`config.mk`:
```
export PLATFORM = sky130hd
export DESIGN_NAME = uart_tx_ctrl
export DESIGN_NICKNAME = d
export VERILOG_FILES = /design/src/rtl/uart_tx_pkg.sv /design/src/rtl/uart_tx_serializer.sv /design/src/rtl/uart_tx_ctrl.sv
export SDC_FILE = /design/constraint.sdc
export NUM_CORES = 1
export LEC_CHECK = 0
export CORE_MARGIN = 10
export CORE_UTILIZATION = 40
export DETAILED_ROUTE_END_ITERATION = 8
export MAX_ROUTING_LAYER = met4
export PLACE_DENSITY = 0.71
export SLEW_MARGIN = 25
export SYNTH_ARGS = -nofsm -noshare
export SYNTH_HDL_FRONTEND = slang
export SYNTH_HIERARCHICAL = 1
export SYNTH_SLANG_ARGS = --single-unit
```
`constraint.sdc`:
```
create_clock -name CLK -period 1.7 [get_ports CLK]
set_input_delay 0.255 -clock CLK [delete_from_list [all_inputs] [get_ports CLK]]
set_output_delay 0.255 -clock CLK [all_outputs]
set_load 0.05 [all_outputs]
```
`src/rtl/uart_tx_pkg.sv`:
```
// Shared definitions for the UART transmit path: frame states and serial line levels.
package uart_tx_pkg;

  typedef enum logic [2:0] {
    IDLE   = 3'd0,
    START  = 3'd1,
    DATA   = 3'd2,
    PARITY = 3'd3,
    STOP   = 3'd4
  } state_e;

  localparam logic TX_IDLE  = 1'b1;
  localparam logic TX_START = 1'b0;
  localparam logic TX_STOP  = 1'b1;

endpackage

```
`src/rtl/uart_tx_serializer.sv`:
```
// Data-bit counter and bit select for the UART transmitter.
// o_serBit is the bit that goes on the line after the coming clock edge.
module uart_tx_serializer
  import uart_tx_pkg::*;
#(
  parameter  int DATA_WIDTH = 8,
  localparam int CNT_W      = (DATA_WIDTH > 1) ? $clog2(DATA_WIDTH) : 1
) (
  input  logic                  i_clk,
  input  logic                  i_rstN,
  input  logic                  i_load,
  input  logic                  i_shift,
  input  logic [DATA_WIDTH-1:0] i_data,
  output logic                  o_serBit,
  output logic                  o_serDone
);

  logic [CNT_W-1:0] r_cnt;
  logic [CNT_W-1:0] w_nextIdx;

  // r_cnt indexes the bit currently on the line; load points the next edge at bit 0.
  always_comb begin
    w_nextIdx = i_load ? '0 : r_cnt + CNT_W'(1);
    o_serBit  = i_data[w_nextIdx];
    o_serDone = i_shift && (r_cnt == CNT_W'(DATA_WIDTH - 1));
  end

  always_ff @(posedge i_clk or negedge i_rstN) begin
    if (!i_rstN) begin
      r_cnt <= '0;
    end else if (i_load || o_serDone) begin
      r_cnt <= '0;
    end else if (i_shift) begin
      r_cnt <= r_cnt + CNT_W'(1);
    end
  end

endmodule

```
`src/rtl/uart_tx_ctrl.sv`:
```
// UART transmit frame controller: start, LSB-first data, optional parity, stop.
// Every output is registered, so each state's line value is loaded on the edge entering it.
module uart_tx_ctrl
  import uart_tx_pkg::*;
#(
  parameter int DATA_WIDTH = 8
) (
  input  logic                  CLK,
  input  logic                  RST,
  input  logic [DATA_WIDTH-1:0] P_DATA,
  input  logic                  Data_Valid,
  input  logic                  PAR_EN,
  input  logic                  PAR_TYP,
  input  logic                  PAR_bit,
  output logic [DATA_WIDTH-1:0] P_DATA_lat,
  output logic                  PAR_TYP_lat,
  output logic                  PAR_Calc_en,
  output logic                  TX_OUT,
  output logic                  Busy
);

  state_e r_state;
  logic   r_parEnLat;
  logic   w_load;
  logic   w_shift;
  logic   w_serBit;
  logic   w_serDone;

  always_comb begin
    w_load  = (r_state == START);
    w_shift = (r_state == DATA);
  end

  uart_tx_serializer #(
    .DATA_WIDTH(DATA_WIDTH)
  ) u_serializer (
    .i_clk    (CLK),
    .i_rstN   (RST),
    .i_load   (w_load),
    .i_shift  (w_shift),
    .i_data   (P_DATA_lat),
    .o_serBit (w_serBit),
    .o_serDone(w_serDone)
  );

  always_ff @(posedge CLK or negedge RST) begin
    if (!RST) begin
      r_state     <= IDLE;
      r_parEnLat  <= 1'b0;
      P_DATA_lat  <= '0;
      PAR_TYP_lat <= 1'b0;
      PAR_Calc_en <= 1'b0;
      TX_OUT      <= TX_IDLE;
      Busy        <= 1'b0;
    end else begin
      case (r_state)
        IDLE: begin
          TX_OUT <= TX_IDLE;
          Busy   <= 1'b0;
          if (Data_Valid) begin
            P_DATA_lat  <= P_DATA;
            r_parEnLat  <= PAR_EN;
            PAR_TYP_lat <= PAR_TYP;
            PAR_Calc_en <= 1'b1;
            Busy        <= 1'b1;
            TX_OUT      <= TX_START;
            r_state     <= START;
          end
        end
        START: begin
          TX_OUT  <= w_serBit;
          r_state <= DATA;
        end
        DATA: begin
          if (!w_serDone) begin
            TX_OUT <= w_serBit;
          end else if (r_parEnLat) begin
            TX_OUT  <= PAR_bit;
            r_state <= PARITY;
          end else begin
            TX_OUT  <= TX_STOP;
            r_state <= STOP;
          end
        end
        PARITY: begin
          TX_OUT  <= TX_STOP;
          r_state <= STOP;
        end
        STOP: begin
          TX_OUT      <= TX_IDLE;
          Busy        <= 1'b0;
          PAR_Calc_en <= 1'b0;
          r_state     <= IDLE;
        end
        default: begin
          TX_OUT      <= TX_IDLE;
          Busy        <= 1'b0;
          PAR_Calc_en <= 1'b0;
          r_state     <= IDLE;
        end
      endcase
    end
  end

endmodule

```
**Clock wiring as the flow saved it**

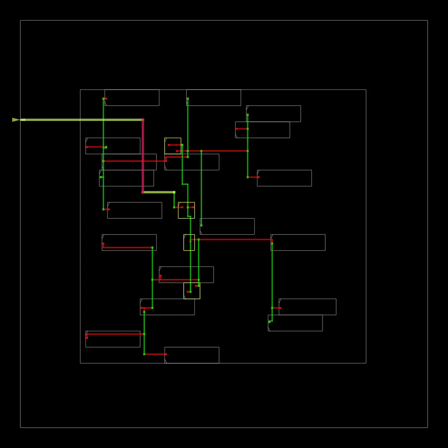
clk pwr: 0.232 mW
clk_lat worst skew: 0.30 ns
clock buffers: 3
Sink Count: 19

**PDN straps and rails**

Drawn at 6 px/um. Pins as bars on the die edge. Tap cells in grey.
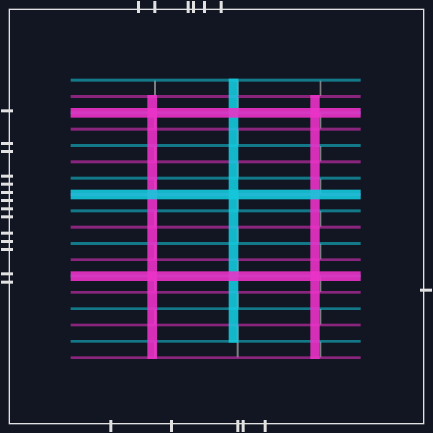
[magenta] VSS
[cyan] VDD
tap cells: 28
met4 straps: 3
rows: 17
chip width: 68.8 um
core area: 2230 um2

**Signal wires by layer**

Drawn at 6 px/um.
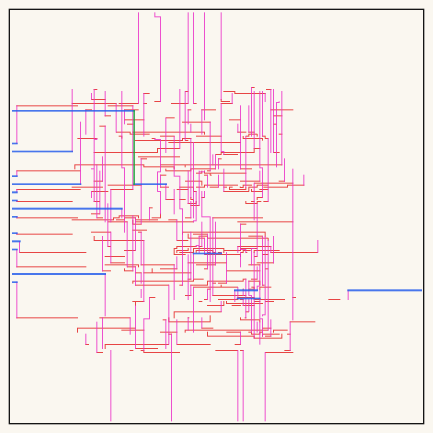
[red] met1 | wire length: 841 um
[green] met4 | wire length: 12.2 um
[magenta] met2 | wire length: 1,010 um
[blue] met3 | wire length: 111 um
routed vias: 730
GRT Total Usage: 9.81%
routed length per instance: 13.5 um
WL final: 1980 um

**Where the registers sit**

Drawn at 6 px/um.
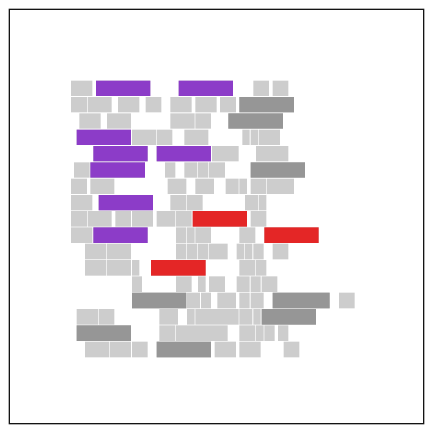
[red] `r_state` | flops: 3
[purple] `P_DATA_lat` | flops: 8

**Placement density heat map**

Drawn at 6 px/um. 7 x 7 tiles, from white (low) to dark blue (high), 0 to 100% covered.
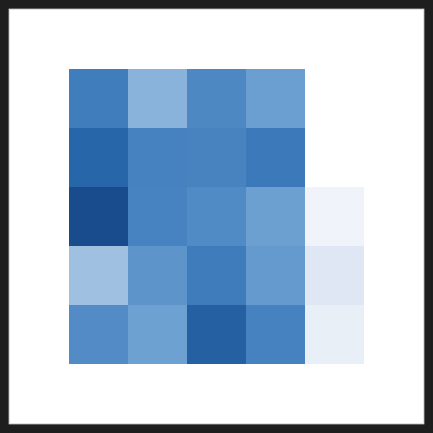
fullest tile: 89%
densest ninth of the die: centre
emptiest ninth of the die: north-east
nearly empty tiles: 53%

==> results.json <==
{
  "viasPerCell": 5.00,
  "synthAdderAreaFrac_pct": 2.62,
  "drt-met1-wl_um": 841,
  "sh_seq_area_pct": 36.8,
  "lay_top_count": "buf_4",
  "bufAreaShareNonClock_pct": 23.8,
  "sw_frac_of_total_pct": 46.4,
  "grt-ovfl-total": 0,
  "drtIter0Drc": 18,
  "top_power_group": "combinational cells",
  "topCellsByArea": "dfrtp_1 47%, mux2_2 12%, buf_6 3.5%",
  "crit_path_end": "P_DATA_lat[1]",
  "required_ns": 1.89,
  "relSlewSlack_pct": 82.7,
  "clk_pin_slew_ns": 0.11,
  "p_comb_mw": 1.77,
  "dp_cells": 141,
  "mux_share_pct": 13.9,
  "irDropWorstVdd_v": 0.00128,
  "p_total_mw": 2.81,
  "grt_max_degree": 20,
  "synth_top_area_share_pct": 47.2,
  "topCombFamilyByArea": "simple AND/OR/NAND/NOR gates",
  "outcome": "complete, no violations",
  "powerDensity_nw_per_um2": 2170,
  "largest_reg_flops": 8,
  "critPathCaptureType": "flop",
  "met2_length_um": 1010,
  "max_stage_delay_ns": 0.39,
  "synth-edff-count": 0,
  "gp_congestion": 0.860,
  "first_pass_iters": 4,
  "die_area_um2": 4740,
  "final-comb-area_um2": 433,
  "antenna_found_initial": 0,
  "path_depth": 5,
  "num-multi-input-gates": 56,
  "numPortBuffers": 25,
  "worstMarginPinSlew_ns": 0.257,
  "synth-compound-area-share_pct": 12.2,
  "yosys_register_bits": 19,
  "reg2regPathDepth": 5,
  "r2r_setup_slack_ns": 0.12,
  "cts_tree": "yes",
  "ys.flop_type": "dfrtp_1",
  "tapCellCount": 28,
  "synthCells": 83,
  "ys_area_um2": 953,
  "n_all_buffers": 35,
  "power_frac_comb_pct": 63.0,
  "finalCriticalPeriod_ns": 1.58,
  "use_met3_pct": 2.90,
  "synth.largest_area_cell": "dfrtp_1",
  "ys_sh_xor_pct": 0,
  "wl_met3_um": 111,
  "p_clk_share_pct": 8.3,
  "worst-path-buf-inv": 3,
  "flop-count": 19,
  "postCtsHoldBufs": 0,
  "grtUsageMet2_pct": 16.6,
  "hold_class": "in -> async",
  "syn_area_um2": 953,
  "rows": 17,
  "inverters": 4,
  "fin_nets": 135
}
Power figures rest on the tool's default switching activity, not on a simulated workload.
